--- config.mk ---
export PLATFORM = sky130hd
export DESIGN_NAME = fp_accumulator
export DESIGN_NICKNAME = d
export VERILOG_FILES = /design/src/rtl/fp_accumulator.sv
export SDC_FILE = /design/constraint.sdc
export NUM_CORES = 1
export LEC_CHECK = 0
export CAP_MARGIN = 20
export CELL_PAD_IN_SITES_DETAIL_PLACEMENT = 1
export CELL_PAD_IN_SITES_GLOBAL_PLACEMENT = 1
export CORE_MARGIN = 2
export CORE_UTILIZATION = 42
export DETAILED_ROUTE_END_ITERATION = 10
export HOLD_SLACK_MARGIN = 0.08
export PLACE_DENSITY = 0.87
export SKIP_CTS_REPAIR_TIMING = 1
export SYNTH_ARGS = -nofsm -noshare
export SYNTH_HDL_FRONTEND = slang
export SYNTH_SLANG_ARGS = --single-unit
--- constraint.sdc ---
create_clock -name clk -period 5.55 [get_ports clk]
set_input_delay 0.8325 -clock clk [delete_from_list [all_inputs] [get_ports clk]]
set_output_delay 0.8325 -clock clk [all_outputs]
set_load 0.03 [all_outputs]
--- src/rtl/fp_accumulator.sv ---
// rtl/fp_accumulator.sv - sequential IEEE-754 single-precision vector accumulator (softmax denominator)
// FP_ACC_SPECIALS_EN selects full Inf/NaN handling; otherwise overflow saturates to max finite.
module fp_accumulator #(
  parameter int DATA_WIDTH = 32,
  parameter int CNT_WIDTH  = 8
) (
  input  logic                  clk,
  input  logic                  rst,
  input  logic                  in_valid,
  output logic                  in_ready,
  input  logic [DATA_WIDTH-1:0] in_data,
  input  logic                  in_last,
  output logic                  out_valid,
  input  logic                  out_ready,
  output logic [DATA_WIDTH-1:0] out_data,
  output logic [CNT_WIDTH-1:0]  out_count,
  output logic                  busy
);

  typedef enum logic [2:0] {S_ACCEPT, S_ALIGN, S_ADD, S_NORM, S_OUT} state_t;
  state_t state, state_nx;

  logic [DATA_WIDTH-1:0] acc, op, op_in;
  logic                  last_q;
  logic [CNT_WIDTH-1:0]  count;

  logic [26:0] big_q, small_q;
  logic [7:0]  big_e_q, sum_e_q;
  logic        big_s_q, sub_q, sum_s_q;
  logic [27:0] sum_q;
  logic        spec1_q, spec2_q;
  logic [31:0] spec1_v, spec2_v;

  logic [7:0]  a_e, b_e, hi_e, lo_e, diff;
  logic [23:0] a_m, b_m, hi_m, lo_m;
  logic        a_s, b_s, hi_s, lost;
  logic [26:0] lo_ext, lo_sh;
  logic        spec_hit;
  logic [31:0] spec_val;
  logic [30:0] ovf_mag;

  function automatic logic [4:0] lzc27(input logic [26:0] v);
    lzc27 = 5'd27;
    for (int i = 0; i < 27; i++)
      if (v[i]) lzc27 = 5'(26 - i);
  endfunction

`ifdef FP_ACC_SPECIALS_EN
  logic a_nan, b_nan, a_inf, b_inf;
  always_comb begin
    a_nan    = (acc[30:23] == 8'hFF) && (acc[22:0] != 23'd0);
    b_nan    = (op[30:23] == 8'hFF) && (op[22:0] != 23'd0);
    a_inf    = (acc[30:23] == 8'hFF) && (acc[22:0] == 23'd0);
    b_inf    = (op[30:23] == 8'hFF) && (op[22:0] == 23'd0);
    spec_hit = (acc[30:23] == 8'hFF) || (op[30:23] == 8'hFF);
    if (a_nan || b_nan || (a_inf && b_inf && (acc[31] != op[31])))
      spec_val = 32'h7FC00000;
    else if (a_inf)
      spec_val = acc;
    else
      spec_val = op;
  end
  assign ovf_mag = 31'h7F800000;
  assign op_in   = (in_data[30:23] == 8'd0) ? {in_data[31], 31'd0} : in_data;
`else
  assign spec_hit = 1'b0;
  assign spec_val = 32'd0;
  assign ovf_mag  = 31'h7F7FFFFF;
  // Exponent-255 inputs are clamped on entry so Inf/NaN never reach the datapath.
  always_comb begin
    if (in_data[30:23] == 8'd0)
      op_in = {in_data[31], 31'd0};
    else if (in_data[30:23] == 8'hFF)
      op_in = {in_data[31], 31'h7F7FFFFF};
    else
      op_in = in_data;
  end
`endif

  // Align: order by magnitude, shift the smaller operand keeping G/R/S.
  always_comb begin
    a_e = acc[30:23];
    b_e = op[30:23];
    a_s = acc[31];
    b_s = op[31];
    a_m = (a_e == 8'd0) ? 24'd0 : {1'b1, acc[22:0]};
    b_m = (b_e == 8'd0) ? 24'd0 : {1'b1, op[22:0]};
    if ({a_e, a_m} >= {b_e, b_m}) begin
      hi_e = a_e; hi_m = a_m; hi_s = a_s; lo_e = b_e; lo_m = b_m;
    end else begin
      hi_e = b_e; hi_m = b_m; hi_s = b_s; lo_e = a_e; lo_m = a_m;
    end
    diff   = hi_e - lo_e;
    lo_ext = {lo_m, 3'b000};
    lost   = |(lo_ext & ((27'd1 << diff) - 27'd1));
    if (diff >= 8'd27)
      lo_sh = {26'd0, |lo_m};
    else
      lo_sh = (lo_ext >> diff) | {26'd0, lost};
  end

  logic [4:0]        lz;
  logic [26:0]       nm;
  logic signed [9:0] ne_pre, ne;
  logic              rup;
  logic [24:0]       m25;
  logic [22:0]       frac;
  logic [31:0]       norm_res;

  always_comb begin
    lz = lzc27(sum_q[26:0]);
    if (sum_q[27]) begin
      nm     = {sum_q[27:2], sum_q[1] | sum_q[0]};
      ne_pre = $signed({2'b00, sum_e_q}) + 10'sd1;
    end else begin
      nm     = sum_q[26:0] << lz;
      ne_pre = $signed({2'b00, sum_e_q}) - $signed({5'd0, lz});
    end
    rup  = nm[2] & (nm[1] | nm[0] | nm[3]);
    m25  = {1'b0, nm[26:3]} + {24'd0, rup};
    ne   = ne_pre + (m25[24] ? 10'sd1 : 10'sd0);
    frac = m25[24] ? m25[23:1] : m25[22:0];
    if (spec2_q)
      norm_res = spec2_v;
    else if (sum_q == 28'd0 || ne <= 10'sd0)
      norm_res = 32'd0;
    else if (ne >= 10'sd255)
      norm_res = {sum_s_q, ovf_mag};
    else
      norm_res = {sum_s_q, ne[7:0], frac};
  end

  always_ff @(posedge clk or posedge rst) begin
    if (rst) state <= S_ACCEPT;
    else     state <= state_nx;
  end

  always_comb begin
    state_nx = state;
    case (state)
      S_ACCEPT: if (in_valid) state_nx = S_ALIGN;
      S_ALIGN:  state_nx = S_ADD;
      S_ADD:    state_nx = S_NORM;
      S_NORM:   state_nx = last_q ? S_OUT : S_ACCEPT;
      S_OUT:    if (out_ready) state_nx = S_ACCEPT;
      default:  state_nx = S_ACCEPT;
    endcase
  end

  always_comb begin
    in_ready  = (state == S_ACCEPT);
    busy      = (state != S_ACCEPT);
    out_valid = (state == S_OUT);
    out_data  = out_valid ? acc : '0;
    out_count = out_valid ? count : '0;
  end

  always_ff @(posedge clk or posedge rst) begin
    if (rst) begin
      acc <= '0; op <= '0; last_q <= 1'b0; count <= '0;
      big_q <= '0; small_q <= '0; big_e_q <= '0; big_s_q <= 1'b0; sub_q <= 1'b0;
      sum_q <= '0; sum_e_q <= '0; sum_s_q <= 1'b0;
      spec1_q <= 1'b0; spec2_q <= 1'b0; spec1_v <= '0; spec2_v <= '0;
    end else begin
      case (state)
        S_ACCEPT: if (in_valid) begin
          op     <= op_in;
          last_q <= in_last;
          if (count != '1) count <= count + 1'b1;
        end
        S_ALIGN: begin
          big_q   <= {hi_m, 3'b000};
          small_q <= lo_sh;
          big_e_q <= hi_e;
          big_s_q <= hi_s;
          sub_q   <= a_s ^ b_s;
          spec1_q <= spec_hit;
          spec1_v <= spec_val;
        end
        S_ADD: begin
          sum_q   <= sub_q ? ({1'b0, big_q} - {1'b0, small_q}) : ({1'b0, big_q} + {1'b0, small_q});
          sum_e_q <= big_e_q;
          sum_s_q <= big_s_q;
          spec2_q <= spec1_q;
          spec2_v <= spec1_v;
        end
        S_NORM: acc <= norm_res;
        S_OUT: if (out_ready) begin
          acc   <= '0;
          count <= '0;
        end
        default: ;
      endcase
    end
  end

endmodule
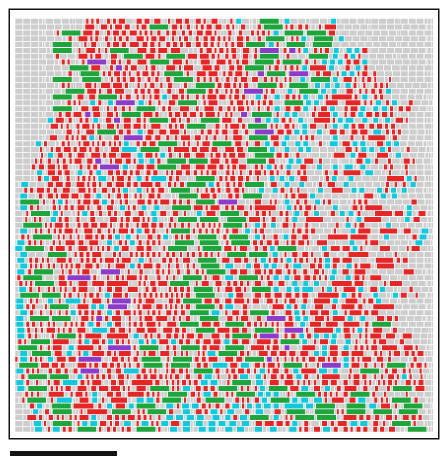
**Above:** run 1 (placed cells, one colour a class).
Bar = 50 um. Fill, decap, tap and diode cells in grey.
| colour | class | cells | share of their area |
|---|---|---|---|
| green | sequential cells | 174 | 21% |
| cyan | remaining buffers and delay cells | 388 | 16% |
| red | combinational and other logic | 1802 | 59% |
| purple | clock drivers and dummy loads | 31 | 3.0% |
core area: 0.0377 mm2
row count: 71
final core occ: 0.558
Seq area share: 0.207

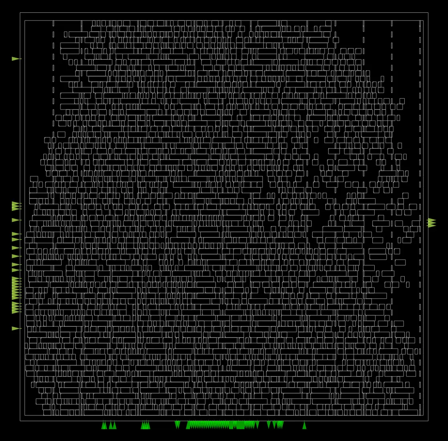
**Above:** run 1 (cell placement).
Tapcell Cnt: 511
Post-Layout Cell Count: 2907

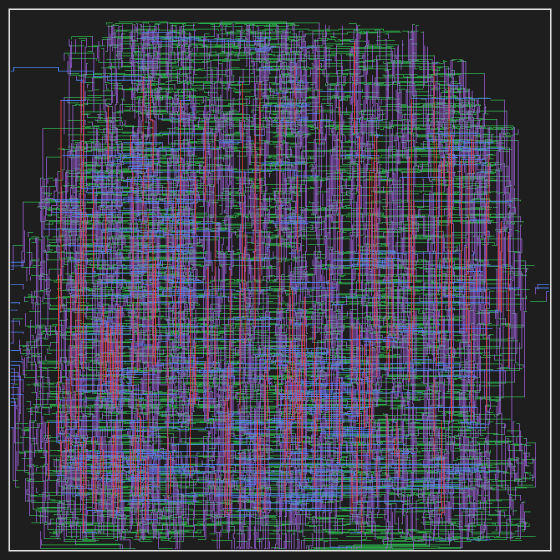
**Above:** run 1 (routed metal, one colour a layer).
| colour | layer | wire length |
|---|---|---|
| blue | metal 3 | 5920 um |
| purple | metal 2 | 37.3 mm |
| red | metal 4 | 5590 um |
| green | metal 1 | 29.9 mm |

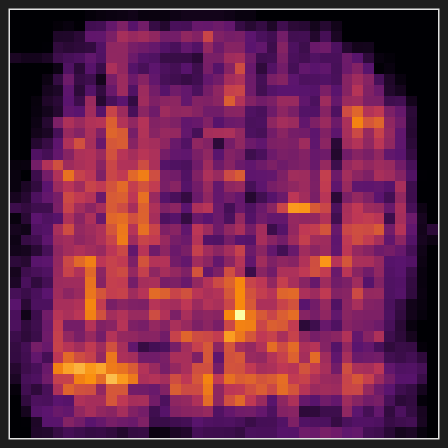
**Above:** run 1 (wire density map).
The die is cut into 40 by 40 equal tiles; black is low, pale yellow is high, scaled to the fullest tile. Values are wire area over tile area, all layers added.
densest ninth of the die: bottom middle
fullest tile: 1.1
mean over tiles: 0.33
nearly empty tiles: 9.6%
tiles over half the peak: 16%
emptiest ninth of the die: top right
DR vias: 19.0k
Post-Route WL: 78.7 mm
routed len/inst: 27.1 um
overall routing resource usage: 0.366

==> results.yml, run 1 <==
# flow metrics
final_timing:
  setup_viol: 55
  holdWs_ns: 0.474
  period_minus_slack_ns: 5.92
  setup_slack_ns: -0.370
cts:
  cts_tree: "built"
  h-tree-depth: 4
  cts.clk_slew.worst_paths_ns: 0.07
finish:
  flops: 174
  n_antenna_cell: 1
  signal_buffers: 388
  lay_top_count: "nand2_1"
  comb.multi_input.count: 1690
  drive_gt1_frac: 0.221
  final_nets: 2514
  nFillCells: 4570
setup_path:
  r2r-start: "sum_q[24]"
  start_kind: "register"
  r2r_slack_ns: -0.37
  worstSetupStartpoint: "sum_q[24]"
  cp.required_ns: 5.95
hold_path:
  hold_end: "op[19]"
logic_synthesis:
  ys_chip_area_mm2: 0.0161
  async_flop_share: 1.00
  edf_count: 0
  largest_area_cell: "dfrtp_1"
  mux_share: 0.0614
  synth_stat.cells: 2112
  synth_nets: 2243
  common_cells: "nand2_1 (328), o21ai_0 (185), dfrtp_1 (174)"
  yosysWarnings: 0
  synthDistinctLibCells: 96
  ys_sh_simple: 0.242
run_status:
  status: "complete, but fails checks"
  violations: "negative setup slack"
placement:
  dp_worst_setup_slack_ns: -0.572
  gp_congestion: 1.04
die:
  io_pins: 80
  die_h_um: 200
## run 1: worst max-delay path, delay by kind of cell (launching register included)
family / cells / cell delay (ns)
AND/OR/NAND/NOR: 11 / 2.58
AND-OR/OR-AND: 7 / 1.12
multiplexers: 3 / 0.70
buffers and inverters: 5 / 0.68
flip-flops: 1 / 0.42
adder cells (fa/ha/maj): 1 / 0.23
XOR/XNOR: 1 / 0.09
## run 1: layer usage
layer	up-vias	part of all wire	track usage	wire, um
li1	8136	-	-	-
met1	9308	0.38	0.446	29900
met2	1154	0.47	0.623	37300
met3	357	0.075	0.0534	5920
met4	0	0.071	0.202	5590
met5	-	0	0	0
**Run 1: metal 1**

Supply wires on this layer in grey.
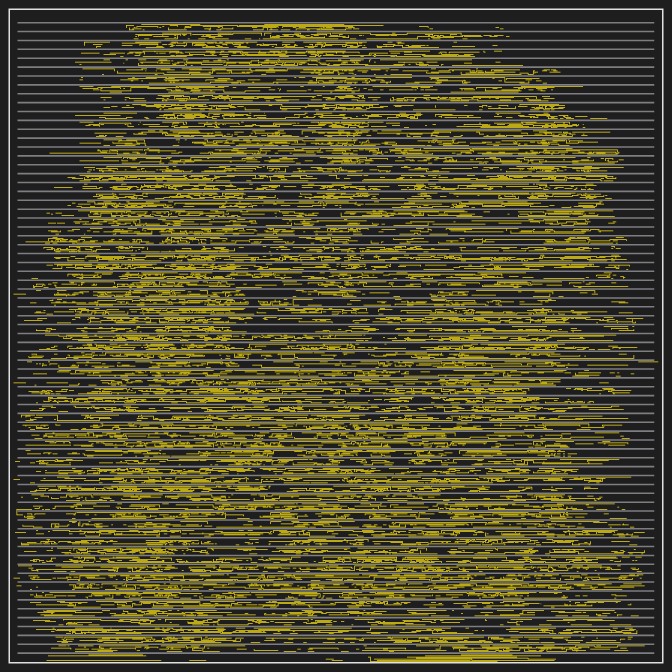

--- run 2 (diff from run 1) ---
PLACE_DENSITY = unset   (was 0.87)
PLACE_DENSITY_LB_ADDON = 0.1   (was unset)
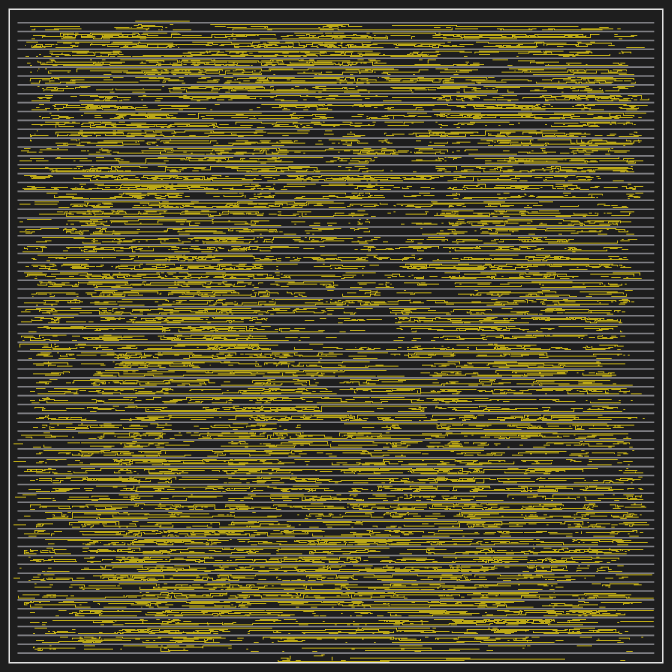
**Above:** run 2 (metal 1).
Supply wires on this layer in grey.
main direction: horizontal
share of all routed wire: 44%
longest straight run: 56.6 um
wire length on this layer: 30.4 mm
nets with wire on the layer: 2409
DR vias: 17.8k
Post-Route WL: 69.1 mm

==> run 2 against run 1 <==
The run still ends with negative setup slack left. Worst setup slack better by 0.039 ns. Wire length fell by 12%. Via count fell by 6.3%. Global-route usage decreased by 1.9 points. Die size unchanged. Final cell count up 0.86%. Highest routed layer unchanged. Sequential share of layout area about the same. Critical path depth shrank 2. Synthesized cell count is the same. Critical endpoint is now acc[10]. Flip-flop count unchanged.
==> results.yml, run 2 <==
# flow metrics
setup_path:
  path_buffers: 4
  crit_family: "simple AND/OR/NAND/NOR gates"
  worstSetupStartpoint: "sum_q[24]"
  critical_path_cell_count: 26
  r2r-start: "sum_q[24]"
placement:
  gp_congestion: 0.982
  dp_worst_setup_slack_ns: -0.602
routing:
  wl_met1_mm: 30.4
  routedWlPerCell_um: 23.6
  met2_length_mm: 32.4
  highest_layer: "met4"
cts:
  h-tree-depth: 4
  cts.clk_slew.worst_paths_ns: 0.08
global_route:
  grt_use_total: 0.347
  grt_use_met1: 0.459
  met3_usage: 0.0398
logic_synthesis:
  edf_count: 0
  yosysWarnings: 0
  async_flop_share: 1.00
  synthDistinctLibCells: 96
  synth_stat.cells: 2112
  ys_chip_area_mm2: 0.0161
finish:
  final_nets: 2539
  lay_top_count: "nand2_1"
  drive_gt1_frac: 0.221
  utilization: 0.556
  layout.cells.non_filler: 2932
die:
  io_pins: 80
  die_h_um: 200
  fp.coreArea_mm2: 0.0377
  rows: 71
run_status:
  status: "complete, but fails checks"
  violations: "negative setup slack"
final_timing:
  holdWs_ns: 0.468
  setup_viol: 32
  setup_slack_ns: -0.331
hold_path:
  hold_end: "op[9]"
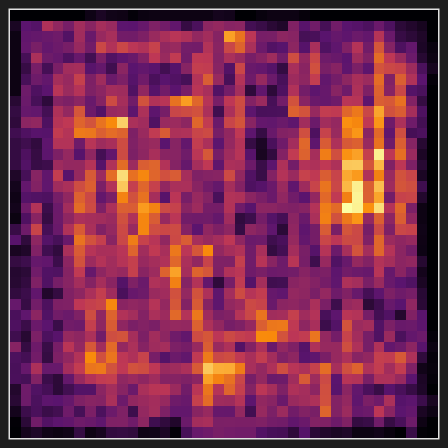
**Above:** run 2 (wire density map).
The die is cut into 40 by 40 equal tiles; black is low, pale yellow is high, scaled to the fullest tile. Values are wire area over tile area, all layers added.
mean over tiles: 0.28
tiles over half the peak: 20%
fullest tile: 0.77
nearly empty tiles: 3.7%

## run 2: cell counts after synthesis
Identical to the previous run, type by type.
## run 2: logic make-up after synthesis
logic type,count (synthesis),share of synthesized area
compound gates,623,0.256
flops,174,0.271
fa+ha+maj,94,0.0740
xor+xnor,62,0.0337
mux,83,0.0614
buf+inv,251,0.0621
simple gates,825,0.242
## run 2: final cells by class
class,count,share of cell area
flip-flops and latches,174,0.208
repair buffers,414,0.164
well taps,511,0.0305
inverters,112,0.0207
clock buffers,17,0.0203
multi-input cells,1689,0.546
clock inverters,15,0.00997
